### src/rtl/alu_pkg.sv
// alu_pkg: opcode/funct encodings, flag bit positions, issue FSM states and
// the instruction decode helper shared by the ALU issue controller files.
package alu_pkg;

  // Primary opcodes (instr[31:26])
  localparam logic [5:0] OP_RTYPE = 6'h00;
  localparam logic [5:0] OP_BEQ   = 6'h04;
  localparam logic [5:0] OP_BNE   = 6'h05;
  localparam logic [5:0] OP_ADDI  = 6'h08;
  localparam logic [5:0] OP_ADDIU = 6'h09;
  localparam logic [5:0] OP_SLTI  = 6'h0A;
  localparam logic [5:0] OP_SLTIU = 6'h0B;
  localparam logic [5:0] OP_ANDI  = 6'h0C;
  localparam logic [5:0] OP_ORI   = 6'h0D;
  localparam logic [5:0] OP_XORI  = 6'h0E;
  localparam logic [5:0] OP_LW    = 6'h23;
  localparam logic [5:0] OP_SW    = 6'h2B;

  // R-type function codes (instr[5:0])
  localparam logic [5:0] FN_ADD  = 6'h20;
  localparam logic [5:0] FN_ADDU = 6'h21;
  localparam logic [5:0] FN_SUB  = 6'h22;
  localparam logic [5:0] FN_SUBU = 6'h23;
  localparam logic [5:0] FN_AND  = 6'h24;
  localparam logic [5:0] FN_OR   = 6'h25;
  localparam logic [5:0] FN_XOR  = 6'h26;
  localparam logic [5:0] FN_NOR  = 6'h27;
  localparam logic [5:0] FN_SLT  = 6'h2A;
  localparam logic [5:0] FN_SLTU = 6'h2B;

  // Bit positions inside alu_flags
  localparam int FLAG_ZERO = 2;
  localparam int FLAG_NEG  = 1;
  localparam int FLAG_OVF  = 0;

  typedef enum logic [1:0] {
    ST_IDLE    = 2'd0,
    ST_OPERAND = 2'd1,
    ST_EXEC    = 2'd2,
    ST_WB      = 2'd3
  } state_e;

  typedef struct packed {
    logic       wr_en;    // result goes to the register file
    logic [4:0] dest;     // destination register
    logic       ovf_chk;  // add/sub/addi: overflow cancels the write
    logic       is_beq;
    logic       is_bne;
    logic       is_mem;   // lw/sw: result is an effective address
  } dec_t;

  // Classify an instruction; unsupported encodings decode to an all-zero NOP.
  function automatic dec_t decode(input logic [31:0] instr);
    dec_t d;
    d = '0;
    case (instr[31:26])
      OP_RTYPE: begin
        d.dest = instr[15:11];
        case (instr[5:0])
          FN_ADD, FN_SUB: begin
            d.wr_en   = 1'b1;
            d.ovf_chk = 1'b1;
          end
          FN_ADDU, FN_SUBU, FN_AND, FN_OR, FN_XOR, FN_NOR, FN_SLT, FN_SLTU:
            d.wr_en = 1'b1;
          default: d.wr_en = 1'b0;
        endcase
      end
      OP_ADDI: begin
        d.dest    = instr[20:16];
        d.wr_en   = 1'b1;
        d.ovf_chk = 1'b1;
      end
      OP_ADDIU, OP_SLTI, OP_SLTIU, OP_ANDI, OP_ORI, OP_XORI: begin
        d.dest  = instr[20:16];
        d.wr_en = 1'b1;
      end
      OP_BEQ:       d.is_beq = 1'b1;
      OP_BNE:       d.is_bne = 1'b1;
      OP_LW, OP_SW: d.is_mem = 1'b1;
      default:      d = '0;
    endcase
    // r0 is hardwired to zero, so a write to it is simply dropped
    if (d.dest == 5'd0) begin
      d.wr_en = 1'b0;
    end else begin
      d.wr_en = d.wr_en;
    end
    return d;
  endfunction

endpackage

### src/rtl/alu_issue_ctrl_if.sv
// alu_issue_ctrl_if: instruction handshake, ALU drive/capture, completion
// report and register-file debug port of the ALU issue controller.
// master = the controller, slave = instruction source / alu / observer.
interface alu_issue_ctrl_if;
  logic        in_valid;
  logic        in_ready;
  logic [31:0] in_instr;
  logic [31:0] alu_instruction;
  logic [31:0] alu_regA;
  logic [31:0] alu_regB;
  logic [31:0] alu_result;
  logic [2:0]  alu_flags;
  logic        done_valid;
  logic        done_branch_taken;
  logic        done_overflow;
  logic [31:0] done_mem_addr;
  logic [4:0]  dbg_rd_addr;
  logic [31:0] dbg_rd_data;

  modport master (
    input  in_valid, in_instr, alu_result, alu_flags, dbg_rd_addr,
    output in_ready, alu_instruction, alu_regA, alu_regB,
           done_valid, done_branch_taken, done_overflow, done_mem_addr,
           dbg_rd_data
  );

  modport slave (
    output in_valid, in_instr, alu_result, alu_flags, dbg_rd_addr,
    input  in_ready, alu_instruction, alu_regA, alu_regB,
           done_valid, done_branch_taken, done_overflow, done_mem_addr,
           dbg_rd_data
  );
endinterface

### src/rtl/alu_regfile.sv
// alu_regfile: 32x32 register file, two operand read ports, one debug read
// port and one write port. r0 always reads as zero and ignores writes.
module alu_regfile (
  input  logic        clk,
  input  logic        rst_n,
  input  logic [4:0]  ra_addr,
  input  logic [4:0]  rb_addr,
  input  logic [4:0]  dbg_addr,
  output logic [31:0] ra_data,
  output logic [31:0] rb_data,
  output logic [31:0] dbg_data,
  input  logic        we,
  input  logic [4:0]  wa,
  input  logic [31:0] wd
);
  logic [31:0] mem_r [0:31];

  // Storage: cleared on reset, single write per cycle, r0 never written
  always_ff @(posedge clk or negedge rst_n) begin
    if (!rst_n) begin
      for (int i = 0; i < 32; i++) begin
        mem_r[i] <= 32'h0;
      end
    end else if (we && (wa != 5'd0)) begin
      mem_r[wa] <= wd;
    end
  end

  // Combinational reads with r0 forced to zero
  always_comb begin
    ra_data  = (ra_addr  == 5'd0) ? 32'h0 : mem_r[ra_addr];
    rb_data  = (rb_addr  == 5'd0) ? 32'h0 : mem_r[rb_addr];
    dbg_data = (dbg_addr == 5'd0) ? 32'h0 : mem_r[dbg_addr];
  end
endmodule

### src/rtl/alu_issue_ctrl.sv
// alu_issue_ctrl: accepts one MIPS instruction at a time, fetches rs/rt from
// the local register file, presents them to the external combinational alu,
// samples result/flags after ALU_WAIT_CYCLES, writes back and reports a
// one-cycle completion (branch outcome, overflow, lw/sw address).
// Build macro ALU_TRAP_EN: an overflowing add/sub/addi latches a sticky trap
// that holds in_ready low until the next reset.
module alu_issue_ctrl
  import alu_pkg::*;
#(
  parameter int ALU_WAIT_CYCLES = 1
) (
  input logic              clk,
  input logic              rst_n,
  alu_issue_ctrl_if.master bus
);
  state_e      state_r, state_s;
  logic [2:0]  wait_cnt_r;
  logic [31:0] instr_r;
  logic [31:0] alu_instr_r, alu_rega_r, alu_regb_r;
  logic [31:0] result_r;
  logic        zero_r, ovf_r;
  logic        in_ready_r;
  logic        done_valid_r, done_branch_r, done_ovf_r;
  logic [31:0] done_mem_addr_r;
  logic [31:0] rf_ra_s, rf_rb_s, rf_dbg_s;
  dec_t        dec_s;
  logic        accept_s, exec_last_s, wb_s, wb_ovf_s, wb_we_s, branch_s, trap_s;
  logic [31:0] mem_addr_s;
  logic        unused_neg_s;

  // The negative flag does not influence any outcome of this block
  assign unused_neg_s = bus.alu_flags[FLAG_NEG];

  alu_regfile u_rf (
    .clk      (clk),
    .rst_n    (rst_n),
    .ra_addr  (instr_r[25:21]),
    .rb_addr  (instr_r[20:16]),
    .dbg_addr (bus.dbg_rd_addr),
    .ra_data  (rf_ra_s),
    .rb_data  (rf_rb_s),
    .dbg_data (rf_dbg_s),
    .we       (wb_we_s),
    .wa       (dec_s.dest),
    .wd       (result_r)
  );

  // Decode the in-flight instruction and form writeback/completion values
  always_comb begin
    dec_s       = decode(alu_instr_r);
    accept_s    = bus.in_valid && in_ready_r;
    exec_last_s = (wait_cnt_r == 3'(ALU_WAIT_CYCLES - 1));
    wb_s        = (state_r == ST_WB);
    wb_ovf_s    = dec_s.ovf_chk && ovf_r;
    wb_we_s     = wb_s && dec_s.wr_en && !wb_ovf_s;
    branch_s    = (dec_s.is_beq && zero_r) || (dec_s.is_bne && !zero_r);
    if (dec_s.is_mem) begin
      mem_addr_s = result_r;
    end else begin
      mem_addr_s = 32'h0;
    end
  end

  // Next-state logic of the serial issue FSM
  always_comb begin
    state_s = state_r;
    case (state_r)
      ST_IDLE: begin
        if (accept_s) state_s = ST_OPERAND;
        else          state_s = ST_IDLE;
      end
      ST_OPERAND: state_s = ST_EXEC;
      ST_EXEC: begin
        if (exec_last_s) state_s = ST_WB;
        else             state_s = ST_EXEC;
      end
      ST_WB:   state_s = ST_IDLE;
      default: state_s = ST_IDLE;
    endcase
  end

  // State register and EXEC wait counter
  always_ff @(posedge clk or negedge rst_n) begin
    if (!rst_n) begin
      state_r    <= ST_IDLE;
      wait_cnt_r <= 3'd0;
    end else begin
      state_r <= state_s;
      if (state_r == ST_OPERAND) wait_cnt_r <= 3'd0;
      else if (state_r == ST_EXEC) wait_cnt_r <= wait_cnt_r + 3'd1;
      else wait_cnt_r <= wait_cnt_r;
    end
  end

  // Capture the instruction, then drive alu inputs; they hold until next OPERAND
  always_ff @(posedge clk or negedge rst_n) begin
    if (!rst_n) begin
      instr_r     <= 32'h0;
      alu_instr_r <= 32'h0;
      alu_rega_r  <= 32'h0;
      alu_regb_r  <= 32'h0;
    end else begin
      if (accept_s) instr_r <= bus.in_instr;
      if (state_r == ST_OPERAND) begin
        alu_instr_r <= instr_r;
        alu_rega_r  <= rf_ra_s;
        alu_regb_r  <= rf_rb_s;
      end
    end
  end

  // Sample alu result and the flags that matter on the last EXEC cycle
  always_ff @(posedge clk or negedge rst_n) begin
    if (!rst_n) begin
      result_r <= 32'h0;
      zero_r   <= 1'b0;
      ovf_r    <= 1'b0;
    end else if ((state_r == ST_EXEC) && exec_last_s) begin
      result_r <= bus.alu_result;
      zero_r   <= bus.alu_flags[FLAG_ZERO];
      ovf_r    <= bus.alu_flags[FLAG_OVF];
    end
  end

`ifdef ALU_TRAP_EN
  logic trap_r;

  // Sticky trap on a signed-overflow instruction, cleared only by reset
  always_ff @(posedge clk or negedge rst_n) begin
    if (!rst_n) trap_r <= 1'b0;
    else if (wb_s && wb_ovf_s) trap_r <= 1'b1;
  end
  assign trap_s = trap_r || (wb_s && wb_ovf_s);
`else
  assign trap_s = 1'b0;
`endif

  // Registered completion report and ready, which is high only in IDLE
  always_ff @(posedge clk or negedge rst_n) begin
    if (!rst_n) begin
      in_ready_r      <= 1'b1;
      done_valid_r    <= 1'b0;
      done_branch_r   <= 1'b0;
      done_ovf_r      <= 1'b0;
      done_mem_addr_r <= 32'h0;
    end else begin
      in_ready_r   <= (state_s == ST_IDLE) && !trap_s;
      done_valid_r <= wb_s;
      if (wb_s) begin
        done_branch_r   <= branch_s;
        done_ovf_r      <= wb_ovf_s;
        done_mem_addr_r <= mem_addr_s;
      end else begin
        done_branch_r   <= 1'b0;
        done_ovf_r      <= 1'b0;
        done_mem_addr_r <= 32'h0;
      end
    end
  end

  assign bus.in_ready          = in_ready_r;
  assign bus.alu_instruction   = alu_instr_r;
  assign bus.alu_regA          = alu_rega_r;
  assign bus.alu_regB          = alu_regb_r;
  assign bus.done_valid        = done_valid_r;
  assign bus.done_branch_taken = done_branch_r;
  assign bus.done_overflow     = done_ovf_r;
  assign bus.done_mem_addr     = done_mem_addr_r;
  assign bus.dbg_rd_data       = rf_dbg_s;
endmodule

### src/flat_wrapper.sv
// flat-port wrapper written by rule: the top's interface ports become plain ports
module alu_issue_ctrl_flat import alu_pkg::*;
#(
  parameter int ALU_WAIT_CYCLES = 1
)
  (clk, rst_n, bus_in_valid, bus_in_instr, bus_alu_result, bus_alu_flags, bus_dbg_rd_addr, bus_in_ready, bus_alu_instruction, bus_alu_regA, bus_alu_regB, bus_done_valid, bus_done_branch_taken, bus_done_overflow, bus_done_mem_addr, bus_dbg_rd_data);
  alu_issue_ctrl_if bus_i ();
  input logic clk;
  input logic rst_n;
  input wire logic [$bits(bus_i.in_valid)-1:0] bus_in_valid;
  input wire logic [$bits(bus_i.in_instr)-1:0] bus_in_instr;
  input wire logic [$bits(bus_i.alu_result)-1:0] bus_alu_result;
  input wire logic [$bits(bus_i.alu_flags)-1:0] bus_alu_flags;
  input wire logic [$bits(bus_i.dbg_rd_addr)-1:0] bus_dbg_rd_addr;
  output wire logic [$bits(bus_i.in_ready)-1:0] bus_in_ready;
  output wire logic [$bits(bus_i.alu_instruction)-1:0] bus_alu_instruction;
  output wire logic [$bits(bus_i.alu_regA)-1:0] bus_alu_regA;
  output wire logic [$bits(bus_i.alu_regB)-1:0] bus_alu_regB;
  output wire logic [$bits(bus_i.done_valid)-1:0] bus_done_valid;
  output wire logic [$bits(bus_i.done_branch_taken)-1:0] bus_done_branch_taken;
  output wire logic [$bits(bus_i.done_overflow)-1:0] bus_done_overflow;
  output wire logic [$bits(bus_i.done_mem_addr)-1:0] bus_done_mem_addr;
  output wire logic [$bits(bus_i.dbg_rd_data)-1:0] bus_dbg_rd_data;
  assign bus_i.in_valid = bus_in_valid;
  assign bus_i.in_instr = bus_in_instr;
  assign bus_i.alu_result = bus_alu_result;
  assign bus_i.alu_flags = bus_alu_flags;
  assign bus_i.dbg_rd_addr = bus_dbg_rd_addr;
  assign bus_in_ready = bus_i.in_ready;
  assign bus_alu_instruction = bus_i.alu_instruction;
  assign bus_alu_regA = bus_i.alu_regA;
  assign bus_alu_regB = bus_i.alu_regB;
  assign bus_done_valid = bus_i.done_valid;
  assign bus_done_branch_taken = bus_i.done_branch_taken;
  assign bus_done_overflow = bus_i.done_overflow;
  assign bus_done_mem_addr = bus_i.done_mem_addr;
  assign bus_dbg_rd_data = bus_i.dbg_rd_data;
  alu_issue_ctrl #(.ALU_WAIT_CYCLES(ALU_WAIT_CYCLES)) u_core (.clk(clk), .rst_n(rst_n), .bus(bus_i));
endmodule
### config.mk
export PLATFORM = sky130hd
export DESIGN_NAME = alu_issue_ctrl_flat
export DESIGN_NICKNAME = d
export VERILOG_FILES = /design/src/rtl/alu_pkg.sv /design/src/rtl/alu_issue_ctrl_if.sv /design/src/rtl/alu_regfile.sv /design/src/rtl/alu_issue_ctrl.sv /design/src/flat_wrapper.sv
export SDC_FILE = /design/constraint.sdc
export NUM_CORES = 2
export LEC_CHECK = 0
export CAP_MARGIN = 20
export CORE_ASPECT_RATIO = 1.1
export CORE_UTILIZATION = 65
export CTS_CLUSTER_DIAMETER = 150
export DETAILED_ROUTE_END_ITERATION = 6
export PLACE_DENSITY_LB_ADDON = 0.05
export SLEW_MARGIN = 10
export SYNTH_ARGS = -nofsm -noshare
export SYNTH_HDL_FRONTEND = slang
export SYNTH_SLANG_ARGS = --single-unit
### constraint.sdc
create_clock -name clk -period 8.1 [get_ports clk]
set_clock_uncertainty 0.15 [all_clocks]
set_input_delay 1.62 -clock clk [delete_from_list [all_inputs] [get_ports clk]]
set_output_delay 1.62 -clock clk [all_outputs]
set_load 0.03 [all_outputs]
Fig. 1: M1 wires
The bar under the picture is 100 um long.
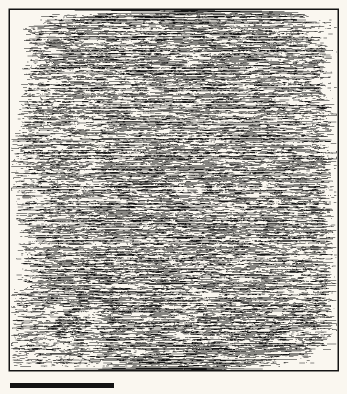
The wires run mostly horizontal. The layer holds 37% of the routed length. The longest straight run is 122 um. 4501 nets have wire on it.
M1 GR Usage: 59.5%
via count: 48800
drt total wl: 230 mm

Fig. 2: metal 2
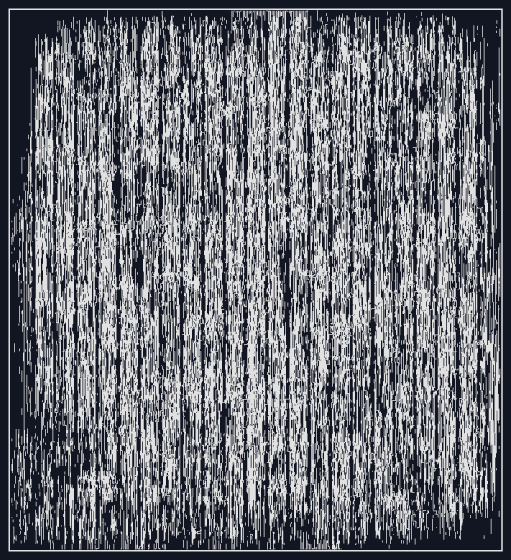
The wires run mostly vertical. The layer carries 105 mm of wire. 4400 nets have wire on it.

Fig. 3: signal wires on met3
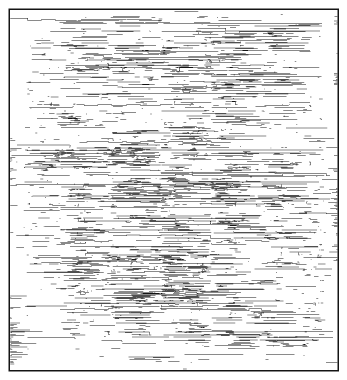
The wires run mostly horizontal. The longest straight run is 190 um. 671 nets have wire on it. The layer carries 26.7 mm of wire.
GR Util met3: 11.0%

Fig. 4: M4 wires
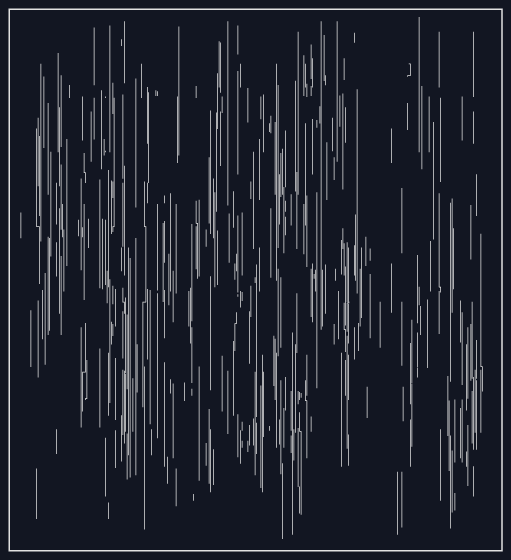
The layer holds 5.9% of the routed length. 159 nets have wire on it.

==> impl_metrics.csv <==
group,metric,value,unit
critical_path,cp_num_buf_inv,4,
global_route,gr-total-overflow,0,
clocking,cts_max_path_buffers,3,
clocking,clk_pin_slew_worst_paths,50,ps
timing,setup_tns,0,ps
clocking,cts-hold-fix-buffers,0,
global_route,grt_usage,43.2,%
timing,finalCritPeriodShare,80.7,%
route,drt_pass1_iterations,6,
floorplanning,core,0.106,sq mm
power_and_ir_drop,p_comb,0.00776,W
synth,ys_sh_mux,44.5,%
critical_path,r2r_slack,3610,ps
route,drc_errors,0,
power_and_ir_drop,seqPwrFrac,36.5,%
timing,relSlewSlack,21.6,%
synth,top_cell,"dfrtp_1",
global_route,grt_max_degree,158,
cells_and_area,nets,4805,
synth,synth_area_leader_cell,"dfrtp_1",
power_and_ir_drop,total_power,0.0220,W
clocking,cts_made_buffers,135,
floorplanning,dieHeight,346,um
global_route,antenna_found_initial,3,
critical_path,crit_top_cell,"mux4_2",
timing,fmax,153,MHz
power_and_ir_drop,pwr.group.clock,0.00618,W
global_route,grt_pass1_wl,337,mm
critical_path,arrival,4770,ps
power_and_ir_drop,p_switching,0.00871,W
clocking,cts_tree,"done",
clocking,cts_num_sinks,1227,
power_and_ir_drop,p_clk_share,28.1,%
synth,ys_sh_aoi,5.53,%
critical_path,startpoint_type,"input pin",
cells_and_area,nFillCells,6910,
hold_path,holdCritPathClass,"reg2reg",
cells_and_area,regArea,0.0307,sq mm
cells_and_area,area_delta_synth_final,11.6,%
power_and_ir_drop,pg_seq,0.00802,W
cells_and_area,mi_logic_area,0.0370,sq mm
floorplanning,die_width,314,um
critical_path,critical-path-slowest-cell,"clkdlybuf4s50_1",
timing,rsz0062_at_grt,"false",
route,drtIter0Drc,6244,
floorplanning,ios,239,
cells_and_area,drive_gt1_share,45.9,%
critical_path,critPathRequiredTime,6330,ps
synth,synth-xor-area-share,0.0126,%
synth,ys_sh_adder,0.108,%
critical_path,cp_top_family,"buffers and inverters",
power_and_ir_drop,vdd_drop_max,0.362,mV
clocking,clk_latency,760,ps
place,dpl.hpwl,130,mm
power_and_ir_drop,leakagePower,34.4,nW
route,ant_nets,0,
synth,ys_warn_count,0,
synth,yosys.area.top_type_share,44.0,%
route,detail_route.wl_per_cell,37.0,um
synth,synthTopCellsByArea,"dfrtp_1 44%, mux4_2 22%, mux2_2 18%, mux2i_1 4.0%, clkbuf_1 2.0%",
synth,ys_seq_share,44.0,%
place,place.gp.congestion,0.865,
place,portBuffers,237,
synth,ys.flop_type,"dfrtp_1",
synth,syn-cell-area,0.0698,sq mm
clocking,cts.htree.levels,4,
synth,ys_sh_simple,2.44,%
synth,top_cells_by_count,"1226 x dfrtp_1, 1101 x mux2_2, 692 x mux4_2",
clocking,root_buffer,"clkbuf_16",
critical_path,cp_max_fo,67,
critical_path,path_cells,"buf_8 > buf_12 > mux4_2 > mux4_2 > inv_1 > o21ai_0 > clkdlybuf4s50_1",
power_and_ir_drop,pwr_density_cell,282,mW/mm^2
synth,ys_seq_elements,1227,
status,outcome,"finished, final reports clean",
route,viasPerCell,7.84,
synth,synth_cell_type_count,67,
timing,drv_slew,0,
synth,ys_async_sr_fraction,100,%
global_route,grt_pass1_vias,49000,
floorplanning,fp_util,65.8,%
power_and_ir_drop,p_int,0.0132,W
floorplanning,die_area,0.109,sq mm
synth,syn-instance-count,4747,
floorplanning,num_rows,125,
job,tool_warnings,56,
job,drv_cap,0,
timing,worst_pin_slew,1180,ps
==> layout make-up <==
class	instances	share of cell area, %
Timing Repair Buffer	378	4.94
Tap cell	1397	2.25
Antenna cell	2	0.00643
Inverter	42	0.204
Multi-Input combinational cell	2940	47.5
Clock inverter	36	0.374
Sequential cell	1227	39.5
Clock buffer	200	5.29
==> per-stage QoR <==
step	worst slack, ps	hold slack [ps]	area, sq um	util [%]	cells
after floorplan	2160	298	69800	-	4747
after global placement	1630	250	73200	69.0	5973
after detailed placement	1630	254	73200	69.1	5974
after CTS	1640	268	77600	73.2	6210
after global routing	1480	283	77800	73.4	6220
final	1560	270	77900	73.4	6222
==> layout by cell type, fill, tap and decap left out, drive strengths merged, types with 17 or more instances in the layout <==
master | netlist | routed
a211o | 32 | 32
a211oi | 38 | 38
a21oi | 25 | 25
a221oi | 27 | 27
a22o | 19 | 19
a22oi | 56 | 56
and2 | 34 | 34
buf | 162 | 146
clkbuf | 376 | 201
clkdlybuf4s50 | 0 | 231
clkinv | 0 | 30
dfrtp | 1226 | 1226
inv | 42 | 41
mux2 | 1124 | 1124
mux2i | 282 | 282
mux4 | 692 | 692
nand2 | 104 | 104
nand3 | 34 | 34
nor2 | 49 | 49
nor3 | 17 | 17
o211ai | 31 | 31
o21ai | 72 | 72
o221ai | 46 | 46
o22ai | 96 | 96
o2bb2ai | 32 | 32
o32a | 31 | 31
==> sequential cells by signal, indices dropped and copies added (netlist names) <==
name / flops
u_core.ovf_r: 1
u_core.bus.alu_instruction: 32
u_core.bus.alu_regA: 32
u_core.wait_cnt_r: 3
u_core.bus.done_overflow: 1
u_core.zero_r: 1
u_core.bus.done_mem_addr: 32
u_core.result_r: 32
u_core.u_rf.mem_r: 1024
u_core.bus.done_valid: 1
u_core.bus.alu_regB: 32
u_core.state_r: 2
u_core.instr_r: 32
u_core.bus.done_branch_taken: 1
u_core.bus.in_ready: 1
==> metal layers <==
metal	track usage, %	vias to the layer above	share of wire [%]
met5	0	-	0
met4	22.8	0	5.9
met3	11.0	787	12
met2	64.0	3473	46
met1	59.5	25800	37
li1	-	18700	-
==> worst reg2reg max path, stage by stage (launching register included) <==
cell and delay [ps]:
dfrtp_1 550, nor3b_2 420, nand3_1 170, o21ai_1 840, and4b_2 1160, buf_4 660, mux2_2 430
==> final timing paths <==
check | end | startpoint | depth (start not counted)
min | u_core.u_rf.mem_r[1004]$_DFFE_PN0P_ | u_core.u_rf.mem_r[1004]$_DFFE_PN0P_ | 0
max reg2reg | u_core.u_rf.mem_r[785]$_DFFE_PN0P_ | u_core.bus.alu_instruction[29]$_DFFE_PN0P_ | 6
max | bus_dbg_rd_data[30] | bus_dbg_rd_addr[1] | 7
min reg2reg | u_core.u_rf.mem_r[1004]$_DFFE_PN0P_ | u_core.u_rf.mem_r[1004]$_DFFE_PN0P_ | 0
min in group asynchronous | u_core.u_rf.mem_r[760]$_DFFE_PN0P_ | rst_n | 1
max in group asynchronous | u_core.instr_r[17]$_DFFE_PN0P_ | rst_n | 2
